==> src/rtl/timer_counter.sv <==
// Memory-mapped countdown timer with CTRL/PRESET/COUNT registers.
// One-shot and auto-reload modes, registered interrupt request.
module timer_counter #(
   parameter logic [31:0] RESET_PRESET = 32'h0000_0000
) (
   input  logic        clk,
   input  logic        reset,
   input  logic [1:0]  addr,
   input  logic        we,
   input  logic [31:0] wdata,
   output logic [31:0] rdata,
   output logic        irq
);

   typedef enum logic [1:0] {
      S_IDLE,
      S_LOAD,
      S_CNT,
      S_INT
   } state_t;

   localparam logic [1:0] A_CTRL   = 2'd0;
   localparam logic [1:0] A_PRESET = 2'd1;
   localparam logic [1:0] A_COUNT  = 2'd2;

   state_t      state;
   logic [3:0]  ctrl;
   logic [31:0] preset;
   logic [31:0] count;

   logic en;
   logic im;
   logic mode_auto;
   logic ctrl_wr;
   logic preset_wr;
   logic count_zero;

   assign en         = ctrl[0];
   assign im         = ctrl[3];
   assign mode_auto  = (ctrl[2:1] == 2'b01);
   assign ctrl_wr    = we && (addr == A_CTRL);
   assign preset_wr  = we && (addr == A_PRESET);
   assign count_zero = (count == 32'd0);

   // FSM, counter and register file; a CTRL write overrides
   // the FSM's own EN clear and irq update on the same edge.
   always_ff @(posedge clk) begin
      if (reset) begin
         state  <= S_IDLE;
         ctrl   <= 4'b0000;
         preset <= RESET_PRESET;
         count  <= 32'd0;
         irq    <= 1'b0;
      end else begin
         unique case (state)
            S_IDLE: begin
               if (en)
                  state <= S_LOAD;
            end
            S_LOAD: begin
               count <= preset;
               state <= S_CNT;
            end
            S_CNT: begin
               if (!en) begin
                  state <= S_IDLE;
               end else if (count_zero) begin
                  state <= S_INT;
                  if (im)
                     irq <= 1'b1;
               end else begin
                  count <= count - 32'd1;
               end
            end
            S_INT: begin
               if (mode_auto) begin
                  state <= S_LOAD;
                  irq   <= 1'b0;
               end else begin
                  ctrl[0] <= 1'b0;
                  state   <= S_IDLE;
               end
            end
            default: state <= S_IDLE;
         endcase

         if (ctrl_wr) begin
            ctrl <= wdata[3:0];
            irq  <= 1'b0;
         end

         if (preset_wr)
            preset <= wdata;
      end
   end

   // Read mux reflects current (pre-edge) register contents.
   always_comb begin
      rdata = 32'd0;
      case (addr)
         A_CTRL:   rdata = {28'd0, ctrl};
         A_PRESET: rdata = preset;
         A_COUNT:  rdata = count;
         default:  rdata = 32'd0;
      endcase
   end

endmodule

==> config.mk <==
export PLATFORM = sky130hd
export DESIGN_NAME = timer_counter
export DESIGN_NICKNAME = d
export VERILOG_FILES = /design/src/rtl/timer_counter.sv
export SDC_FILE = /design/constraint.sdc
export NUM_CORES = 1
export LEC_CHECK = 0
export CORE_MARGIN = 5
export CORE_UTILIZATION = 40
export CTS_CLUSTER_DIAMETER = 30
export CTS_CLUSTER_SIZE = 24
export DETAILED_ROUTE_END_ITERATION = 16
export DONT_BUFFER_PORTS = 1
export GPL_TIMING_DRIVEN = 0
export PLACE_DENSITY_LB_ADDON = 0.1
export SYNTH_ARGS = -nofsm -noshare
export SYNTH_HDL_FRONTEND = slang
export SYNTH_SLANG_ARGS = --single-unit
==> constraint.sdc <==
create_clock -name clk -period 6.9 [get_ports clk]
set_input_delay 2.07 -clock clk [delete_from_list [all_inputs] [get_ports clk]]
set_output_delay 2.07 -clock clk [all_outputs]
set_load 0.02 [all_outputs]
==> impl_metrics.csv, run 1 <==
group,metric,value,unit
clocking,post_cts_buffers,0,
sta,period_used_share,0.8893,
critical_path,arrival,4070,ps
outcome,status,"complete, no violations",
yosys,top_cell_area_share,0.3576,
clocking,cts_num_sinks,71,
power,p_leak,1.410,nW
finish,synthToLayoutAreaGrowth,9.317,%
yosys,ys_cells,536,
yosys,syn_area_per_cell,7.416,µm²
critical_path,path_class,"primary input to output port",
die,fp_util,0.4086,
critical_path,required,4830,ps
die,num_rows,36,
placement,portBuffers,0,
yosys,yosysChipArea,3975,µm²
global_routing,grt.total_usage,0.2501,
sta,tightest_slew,932.4,ps
clocking,insertion_delay,360,ps
clocking,cts_tree,"built",
min_path,hp-class,"flop to flop",
global_routing,grt_first_pass_wirelength,22.49,mm
flow_run,warnings,26,
yosys,syn-num-nets,574,
yosys,synth-async-reset-ratio,0,
critical_path,cp-start-kind,"primary input",
critical_path,cp_max_fo,10,
global_routing,grt_pass1_vias,3883,
global_routing,grt-ovfl-total,0,
## run 1: state kept, by name, summed over array words and instances, names as in the netlist
register	cells
ctrl	4
irq	1
count	32
state	2
preset	32
## run 1: worst reg2reg max path, delay by kind of cell (launching register included)
| kind | cells | cell delay [ps] |
|---|---|---|
| and+or+nand+nor | 3 | 1040 |
| buffers and inverters | 2 | 510 |
| DFF | 1 | 380 |
| AOI/OAI and AO/OA | 2 | 320 |
| adders and majority gates | 1 | 250 |
## run 1: path summary, 6_finish.rpt
| kind | startpoint | to | slack (ps) | depth (start not counted) |
|---|---|---|---|---|
| max | addr[1] | rdata[8] | 760 | 5 |
| min | preset[7] | preset[7] | 480 | 2 |
| max reg2reg | count[0] | count[4] | 4250 | 8 |
| min reg2reg | preset[7] | preset[7] | 480 | 2 |
## run 1: stage by stage
| stage | setup WS, ps | power [W] | utilization | cell area (µm²) |
|---|---|---|---|---|
| finish | 764.0 | 0.0008769 | 0.4466 | 4345 |
| CTS | 726.5 | 0.0008756 | 0.4466 | 4345 |
| global placement | 715.7 | 0.0005259 | 0.4257 | 4141 |
| detailed placement | 733.9 | 0.0005264 | 0.4257 | 4141 |
| floorplan | 1474 | 0.0004960 | - | 3975 |
| global route | 612.8 | 0.0009120 | 0.4466 | 4345 |
## run 1: Yosys cell counts, drive strengths merged, types with 4 or more instances
library cell,number
a21o,7
a21oi,75
a22o,28
a31o,4
a31oi,13
a32o,5
and2,4
and3,6
buf,10
clkbuf,37
dfxtp,71
mux2i,7
nand2,117
nand3,7
nand4,8
nor2,28
nor2b,5
nor3,13
nor4,10
o21ai,37
o31ai,6
or4,6
## run 1: cell type report
class	count	area, µm²
clock inverter	7	80.08
buffer	47	206.4
multi-input combinational	414	2332
clock buffer	9	123.9
fill	1044	5384
tap	133	166.4
inverter	4	15.01
sequential	71	1421
## run 1: cells by family after synthesis
family / synth area share
flops: 0.3576
compound gates: 0.3041
fa+ha+maj: 0.003147
mux: 0.02046
buf+inv: 0.05571
simple gates: 0.2591
## run 1: power breakdown
group	internal [W]	switching [W]
registers	0.000417	0.0000104
clock network	0.000171	0.000186
logic	0.0000255	0.0000657
total	0.000614	0.000263
## run 1: routing by layer
layer	track usage	up-vias
li1	-	1982
met4	0.06144	0
met1	0.3667	1982
met2	0.3727	199
met5	0	-
met3	0.05344	22
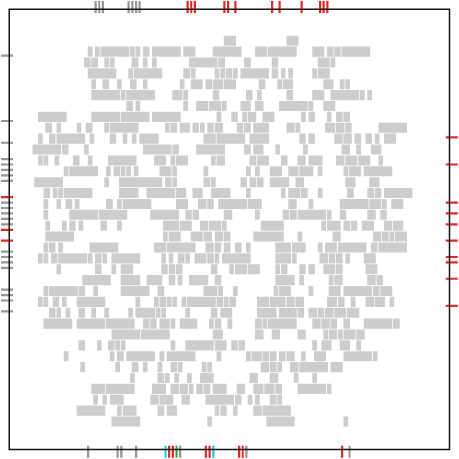
Figure 1: run 1, ports around the boundary.
Drawn at 4 px/µm. Pins as bars across the die edge, other pins in grey.
Key: red = rdata [pins 32, direction output, edge 12 top, 10 right, 7 bottom, 3 left]; cyan = addr [pins 2, direction input, edge bottom]; green = we [pins 1, direction input, edge bottom]
All pins by edge: 24 left, 19 top, 17 bottom, 10 right.

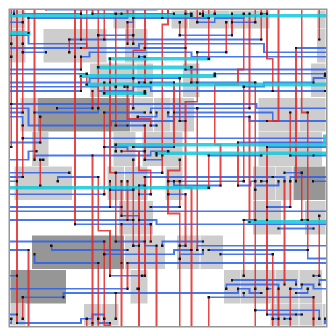
Figure 2: run 1, zoomed window.
Region (42, 20) to (67, 45) µm. Cells in grey, sequential cells in the stronger grey; small squares are vias.
Key: blue = met1; red = met2; cyan = met3
48 logic cells have their middle in the window. Netlist names of flops here include count (2), preset (1). Most frequent: nand2_1 (7), o21ai_0 (5). Sequential cells in the window: 3.

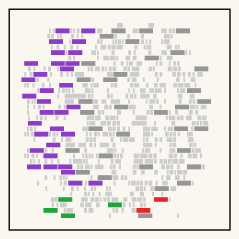
Figure 3: run 1, register map, names as in the netlist.
Drawn at 2 px/µm.
Key: green = ctrl [placed flops 4, where lower left]; red = state [placed flops 2]; purple = preset [placed flops 32]
Reg area: 1421 µm²
Seq area share: 0.3271
Seq group: 0.000428 W
fin util: 0.4466

==> run 2: changes to the inputs <==
--- a/constraint.sdc
+++ b/constraint.sdc
@@ -3,2 +3,2 @@
 set_output_delay 2.07 -clock clk [all_outputs]
-set_load 0.02 [all_outputs]
+set_load 0.1 [all_outputs]
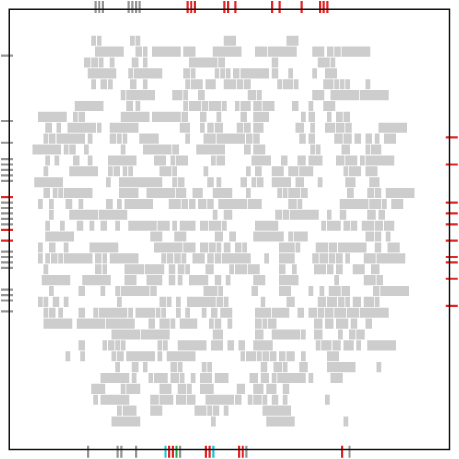
Figure 4: run 2, ports around the boundary.
Drawn at 4 px/µm. Pins as bars across the die edge, other pins in grey.
Key: green = we [pins 1, direction input, edge bottom]; cyan = addr [pins 2, direction input, edge bottom]; red = rdata [pins 32, direction output, edge 12 top, 10 right, 7 bottom, 3 left]
All pins by edge: 24 left, 19 top, 17 bottom, 10 right.
PortBufs: 0
height of the die: 109.7 µm
Die W: 109.7 µm

==> impl_metrics.csv, run 2 <==
group,metric,value,unit
sta,tightest_slew,1095,ps
min_path,hold_end,"preset[7]",
clocking,insertion_delay,350,ps
power,p_seq_frac,0.472,
power,p_int,0.0006261,W
power,p_leak,1.422,nW
critical_path,worstSetupPathDepth,5,
critical_path,r2r_end,"count[15]",
power,pwr-share-clk,0.410,
power,comb_power_share,0.118,
outcome,status,"complete, no violations",
placement,pre_cts_slack,185.5,ps
global_routing,grt.total_usage,0.2473,
critical_path,r2r_cells,8,
critical_path,required,4830,ps
yosys,most_common_cell,"nand2_1",
yosys,syn-num-nets,574,
flow_run,warnings,26,
clocking,cts_tree,"built",
die,num_rows,36,
yosys,top_cell_area_share,0.3576,
min_path,holdCritStartpoint,"preset[7]",
finish,synthToLayoutAreaGrowth,9.915,%
clocking,cts_num_sinks,71,
yosys,syn_area_per_cell,7.416,µm²
yosys,synth-async-reset-ratio,0,
critical_path,reg2reg_from,"count[0]",
[run 2: cell count changes in the layout (fill, tap and decap cells not counted), sizes merged]
| cell | before | now |
|---|---|---|
| clkbuf | 46 | 47 |
| clkinv | 4 | 2 |
| inv | 5 | 6 |
[run 2: how the worst max path moves through the flow]
stage	from	end	slack, ps
global placement	addr[1]	rdata[0]	180
finish	addr[1]	rdata[8]	180
CTS	addr[1]	rdata[5]	180
global route	addr[1]	rdata[8]	60
floorplan	addr[1]	rdata[0]	280
detailed placement	addr[1]	rdata[5]	190
[run 2: through the flow]
stage / power, W / hold WS, ps / cell area, µm² / utilization
floorplan: 0.0005112 / 444.4 / 3975 / -
global placement: 0.0005410 / 463.5 / 4141 / 0.4257
detailed placement: 0.0005418 / 473.7 / 4156 / 0.4272
CTS: 0.0009032 / 486.2 / 4369 / 0.4491
global route: 0.0009356 / 518.8 / 4369 / 0.4491
finish: 0.0009068 / 481.9 / 4369 / 0.4491
[run 2: cell type report]
class,count,area [µm²]
sequential,71,1421
inverter,4,15.01
clock inverter,6,75.07
buffer,47,206.4
multi-input combinational,414,2347
fill,1052,5360
clock buffer,10,137.6
tap,133,166.4
[run 2: routing by layer]
layer	vias to the layer above	GRT usage	wire length, µm
met5	-	0	0
met4	0	0.08816	388
met3	30	0.04463	1303
met2	225	0.3636	6200
met1	1999	0.3606	6766
li1	1977	-	-
[run 2: cell families (layout without fill, tap and decap cells)]
kind of cell	Yosys count	after routing	synth area share
and+or+nand+nor	216	216	0.2591
AOI/OAI and AO/OA	189	189	0.3041
DFF	71	71	0.3576
buffers and inverters	51	67	0.05571
muxes	8	8	0.02046
adders and majority gates	1	1	0.003147
[run 2: worst min-delay path: cells and delay by family (launching register included)]
kind             cells  cell delay (ps)
flip-flops           1              330
AND/OR/NAND/NOR      1               60
AND-OR/OR-AND        1               50
[run 2: power by group through the flow]
stage | clock network, W | registers (W) | logic, W
finish | 0.000372 | 0.000428 | 0.000107
global route | 0.000392 | 0.000429 | 0.000114
detailed placement | 0 | 0.000437 | 0.000105
global placement | 0 | 0.000437 | 0.000104
floorplan | 0 | 0.000432 | 0.0000790
CTS | 0.000371 | 0.000427 | 0.000105
Power is estimated from default activity; no workload was simulated.
